**The metal 3 layer**

(3 px per µm)
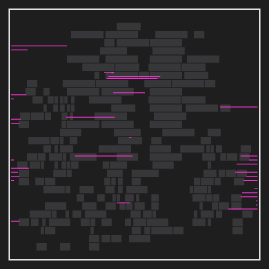
**Sequential cells colored by netlist name**

(4 px per µm) Other sequential cells in the stronger gray, the rest of the logic in the fainter gray.
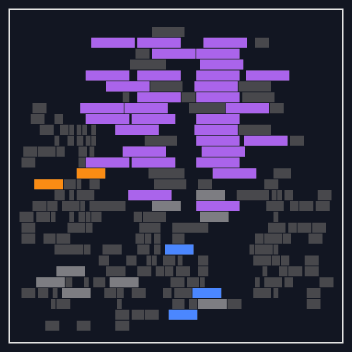
### src/rtl/jk_seq_driver_if.sv
`timescale 1ns/1ps
`default_nettype none
// +------------------------------------------------------------------+
// | jk_seq_driver_if : control, table-load and JK excitation bundle  |
// | Revision 1.0                                                     |
// +------------------------------------------------------------------+
interface jk_seq_driver_if #(
    parameter int W = 4
);
    logic         load_en;
    logic [2:0]   load_addr;
    logic [W-1:0] load_data;
    logic [2:0]   len;
    logic         loop;
    logic         start;
    logic         stop;
    logic [W-1:0] Q;
    logic [W-1:0] J;
    logic [W-1:0] K;
    logic         busy;
    logic         done;
    logic         err;
    logic [2:0]   step_idx;

    modport master (
        output load_en, load_addr, load_data, len, loop, start, stop, Q,
        input  J, K, busy, done, err, step_idx
    );

    modport slave (
        input  load_en, load_addr, load_data, len, loop, start, stop, Q,
        output J, K, busy, done, err, step_idx
    );
endinterface
`default_nettype wire

### src/rtl/jk_seq_driver.sv
`timescale 1ns/1ps
`default_nettype none
// +------------------------------------------------------------------+
// | jk_seq_driver : steps an external JK bank through a target table |
// | Optional macro JK_TOGGLE_EN: changing bits are driven J=K=1.     |
// | Revision 1.0                                                     |
// +------------------------------------------------------------------+
module jk_seq_driver #(
    parameter int W = 4
) (
    input  wire logic      clk,
    input  wire logic      rst,
    jk_seq_driver_if.slave bus
);
    localparam int DEPTH = 8;

    typedef enum logic [1:0] {
        S_IDLE  = 2'd0,
        S_DRIVE = 2'd1,
        S_CHECK = 2'd2,
        S_FAULT = 2'd3
    } state_t;

    state_t       state_q, state_d;
    logic [2:0]   step_idx_q, step_idx_d;
    logic [2:0]   len_q, len_d;
    logic         loop_q, loop_d;
    logic         done_q, done_d;
    logic [W-1:0] tbl_q [DEPTH];
    logic [W-1:0] w_target;
    logic [W-1:0] w_diff;

    assign w_target = tbl_q[step_idx_q];
    assign w_diff   = w_target ^ bus.Q;

    // Table is deliberately outside the reset domain so a replay after reset reuses it.
    always_ff @(posedge clk) begin
        if (!rst && bus.load_en && state_q == S_IDLE) begin
            tbl_q[bus.load_addr] <= bus.load_data;
        end
    end

    always_ff @(posedge clk) begin
        if (rst) begin
            state_q    <= S_IDLE;
            step_idx_q <= 3'd0;
            len_q      <= 3'd0;
            loop_q     <= 1'b0;
            done_q     <= 1'b0;
        end else begin
            state_q    <= state_d;
            step_idx_q <= step_idx_d;
            len_q      <= len_d;
            loop_q     <= loop_d;
            done_q     <= done_d;
        end
    end

    always_comb begin
        state_d    = state_q;
        step_idx_d = step_idx_q;
        len_d      = len_q;
        loop_d     = loop_q;
        done_d     = 1'b0;
        case (state_q)
            S_IDLE: begin
                if (bus.start && !bus.stop) begin
                    state_d    = S_DRIVE;
                    step_idx_d = 3'd0;
                    len_d      = bus.len;
                    loop_d     = bus.loop;
                end
            end
            S_DRIVE: begin
                state_d = bus.stop ? S_IDLE : S_CHECK;
            end
            S_CHECK: begin
                // stop outranks every comparison outcome, including a mismatch
                if (bus.stop) begin
                    state_d = S_IDLE;
                end else if (bus.Q != w_target) begin
                    state_d = S_FAULT;
                end else if (step_idx_q != len_q) begin
                    state_d    = S_DRIVE;
                    step_idx_d = step_idx_q + 3'd1;
                end else if (loop_q) begin
                    state_d    = S_DRIVE;
                    step_idx_d = 3'd0;
                end else begin
                    state_d = S_IDLE;
                    done_d  = 1'b1;
                end
            end
            S_FAULT: begin
                if (bus.stop) begin
                    state_d = S_IDLE;
                end
            end
            default: state_d = S_IDLE;
        endcase
    end

    always_comb begin
        bus.J = '0;
        bus.K = '0;
        if (state_q == S_DRIVE && !rst) begin
`ifdef JK_TOGGLE_EN
            bus.J = w_diff;
            bus.K = w_diff;
`else
            bus.J = w_diff & w_target;
            bus.K = w_diff & ~w_target;
`endif
        end
    end

    assign bus.busy     = (state_q == S_DRIVE) || (state_q == S_CHECK);
    assign bus.done     = done_q;
    assign bus.err      = (state_q == S_FAULT);
    assign bus.step_idx = step_idx_q;
endmodule
`default_nettype wire

### src/flat_wrapper.sv
// flat-port wrapper written by rule: the top's interface ports become plain ports
module jk_seq_driver_flat 
#(
    parameter int W = 4
)
  (clk, rst, bus_load_en, bus_load_addr, bus_load_data, bus_len, bus_loop, bus_start, bus_stop, bus_Q, bus_J, bus_K, bus_busy, bus_done, bus_err, bus_step_idx);
  jk_seq_driver_if #(.W(W)) bus_i ();
  input  wire logic clk;
  input  wire logic rst;
  input wire logic [$bits(bus_i.load_en)-1:0] bus_load_en;
  input wire logic [$bits(bus_i.load_addr)-1:0] bus_load_addr;
  input wire logic [$bits(bus_i.load_data)-1:0] bus_load_data;
  input wire logic [$bits(bus_i.len)-1:0] bus_len;
  input wire logic [$bits(bus_i.loop)-1:0] bus_loop;
  input wire logic [$bits(bus_i.start)-1:0] bus_start;
  input wire logic [$bits(bus_i.stop)-1:0] bus_stop;
  input wire logic [$bits(bus_i.Q)-1:0] bus_Q;
  output wire logic [$bits(bus_i.J)-1:0] bus_J;
  output wire logic [$bits(bus_i.K)-1:0] bus_K;
  output wire logic [$bits(bus_i.busy)-1:0] bus_busy;
  output wire logic [$bits(bus_i.done)-1:0] bus_done;
  output wire logic [$bits(bus_i.err)-1:0] bus_err;
  output wire logic [$bits(bus_i.step_idx)-1:0] bus_step_idx;
  assign bus_i.load_en = bus_load_en;
  assign bus_i.load_addr = bus_load_addr;
  assign bus_i.load_data = bus_load_data;
  assign bus_i.len = bus_len;
  assign bus_i.loop = bus_loop;
  assign bus_i.start = bus_start;
  assign bus_i.stop = bus_stop;
  assign bus_i.Q = bus_Q;
  assign bus_J = bus_i.J;
  assign bus_K = bus_i.K;
  assign bus_busy = bus_i.busy;
  assign bus_done = bus_i.done;
  assign bus_err = bus_i.err;
  assign bus_step_idx = bus_i.step_idx;
  jk_seq_driver #(.W(W)) u_core (.clk(clk), .rst(rst), .bus(bus_i));
endmodule
### config.mk
export PLATFORM = sky130hd
export DESIGN_NAME = jk_seq_driver_flat
export DESIGN_NICKNAME = d
export VERILOG_FILES = /design/src/rtl/jk_seq_driver_if.sv /design/src/rtl/jk_seq_driver.sv /design/src/flat_wrapper.sv
export SDC_FILE = /design/constraint.sdc
export NUM_CORES = 1
export LEC_CHECK = 0
export CAP_MARGIN = 20
export CORE_MARGIN = 2
export CORE_UTILIZATION = 35
export CTS_BUF_LIST = sky130_fd_sc_hd__clkbuf_16
export CTS_CLUSTER_DIAMETER = 40
export DETAILED_ROUTE_END_ITERATION = 8
export HOLD_SLACK_MARGIN = 0.02
export PLACE_DENSITY_LB_ADDON = 0.1
export SETUP_SLACK_MARGIN = 0.2
export SYNTH_ARGS = -nofsm -noshare
export SYNTH_HDL_FRONTEND = slang
export SYNTH_SLANG_ARGS = --single-unit
### constraint.sdc
create_clock -name clk -period 4.2 [get_ports clk]
set_input_delay 0.84 -clock clk [delete_from_list [all_inputs] [get_ports clk]]
set_output_delay 0.84 -clock clk [all_outputs]
set_load 0.01 [all_outputs]
==> results.txt <==
The following summarizes the physical implementation.

Synthesis
The compound-gate portion of the synthesized area is 0.0584. The adder and majority gate portion of the synthesized area is 0.0745. The commonest register cell after synthesis is sky130_fd_sc_hd__edfxtp_1. Summing every instance area after synthesis gives 0.00218 mm². The Yosys warning count is 0.

The simple-gate area share of the yosys netlist is 0.131. Synthesis produced a netlist with a net count of 194. The chip area line in the Yosys stat output reads 0.00218 mm².

Clocking
The number of gates resized after cts is 0. TritonCTS built the clock tree. In this run the number of H-tree levels came out at 2.

The clock reaches the later pin of the worst-skew pair after 0.28 ns. The maximum number of buffers from clock root to sink is 2.

Critical path
Walking the critical path from launch to capture passes 6 cell instances. The worst path buffer plus inverter count is 2. The kind of cell with the highest combined delay along the critical path is multiplexers. The critical path in this run is classified as reg -> out.

The register-to-register path setup slack is 1.15 ns.

Die
For reference, the placement row count at floorplan is 28. The die outline width is 83.0 µm.

Global routing
The global-route wire length before repair is 6800 µm. The total global routing track utilization is 0.128.

Drt
The via density per instance is 4.95. After detailed routing, the average wire length per cell comes to 15.5 µm. The total DRC errors in the routed layout is 0. The detailed-route wire length on metal 1 is 1910 µm. Once iteration 0 of detailed routing completed, the report listed 102 DRC markers.

STA
Per the timing report, the achievable frequency comes out to 0.285 GHz. Setup repair after global routing left no endpoint under its margin.

Power and ir drop
Of the total power, the clock network draws 0.402. The sequential share of power is 0.518. The analysis attributes to cell leakage a power of 0.997 nW. The clock group total power is 377 µW. Looking at the VDD voltage map, the peak drop is 0.000159 V. For this design the ratio of total power to cell area is 343 mW/mm². The power report lists the sequential group at 485 µW.

Final layout
The design has 45 sequential cells. The register with the most flip-flops in the final layout is u_core.tbl_q. Registers take 0.00122 mm². Fill cells in the final layout number 544. The number of buffers other than clock buffers in the final layout is 34.

The fraction of cell area in multi-input combinational cells is reported as 0.320.

Hold path
The launch point of the worst min-delay path is recorded as u_core.len_q[0].

Run status
The run finished with clean final reports.
## Picture notes: 'the metal 3 layer'
main direction: horizontal
longest straight run: 18.9 µm

## Picture notes: 'sequential cells colored by netlist name'
[blue] u_core.bus.step_idx | sequential cells: 3
[orange] u_core.state_q | sequential cells: 2
[purple] u_core.tbl_q | sequential cells: 32
not colored: 8

[per-stage QoR]
step | instance area, µm² | total power [mW] | worst slack (ns)
final | 2730 | 0.937 | 0.686
after global routing | 2730 | 0.973 | 0.512
after CTS | 2730 | 0.945 | 0.611
after detailed placement | 2580 | 0.569 | 0.830
after global placement | 2580 | 0.566 | 0.869
after floorplan | 2180 | 0.531 | 1.86
[cell usage in the layout, fill, tap and decap left out, drive strengths merged, types with 2 or more instances in the layout]
cell,instances
nor3,2
nand3,4
a21oi,4
nand2,4
mux4,8
nor2b,3
inv,16
clkdlybuf4s50,33
dfxtp,13
clkbuf,5
nor2,11
xnor2,3
nand2b,3
o211ai,2
mux2i,9
ha,13
nand4,4
o31ai,2
edfxtp,32
and2,9
o2111ai,2
nand4b,3
No activity file was given, so power comes from the tool's default toggle rates.
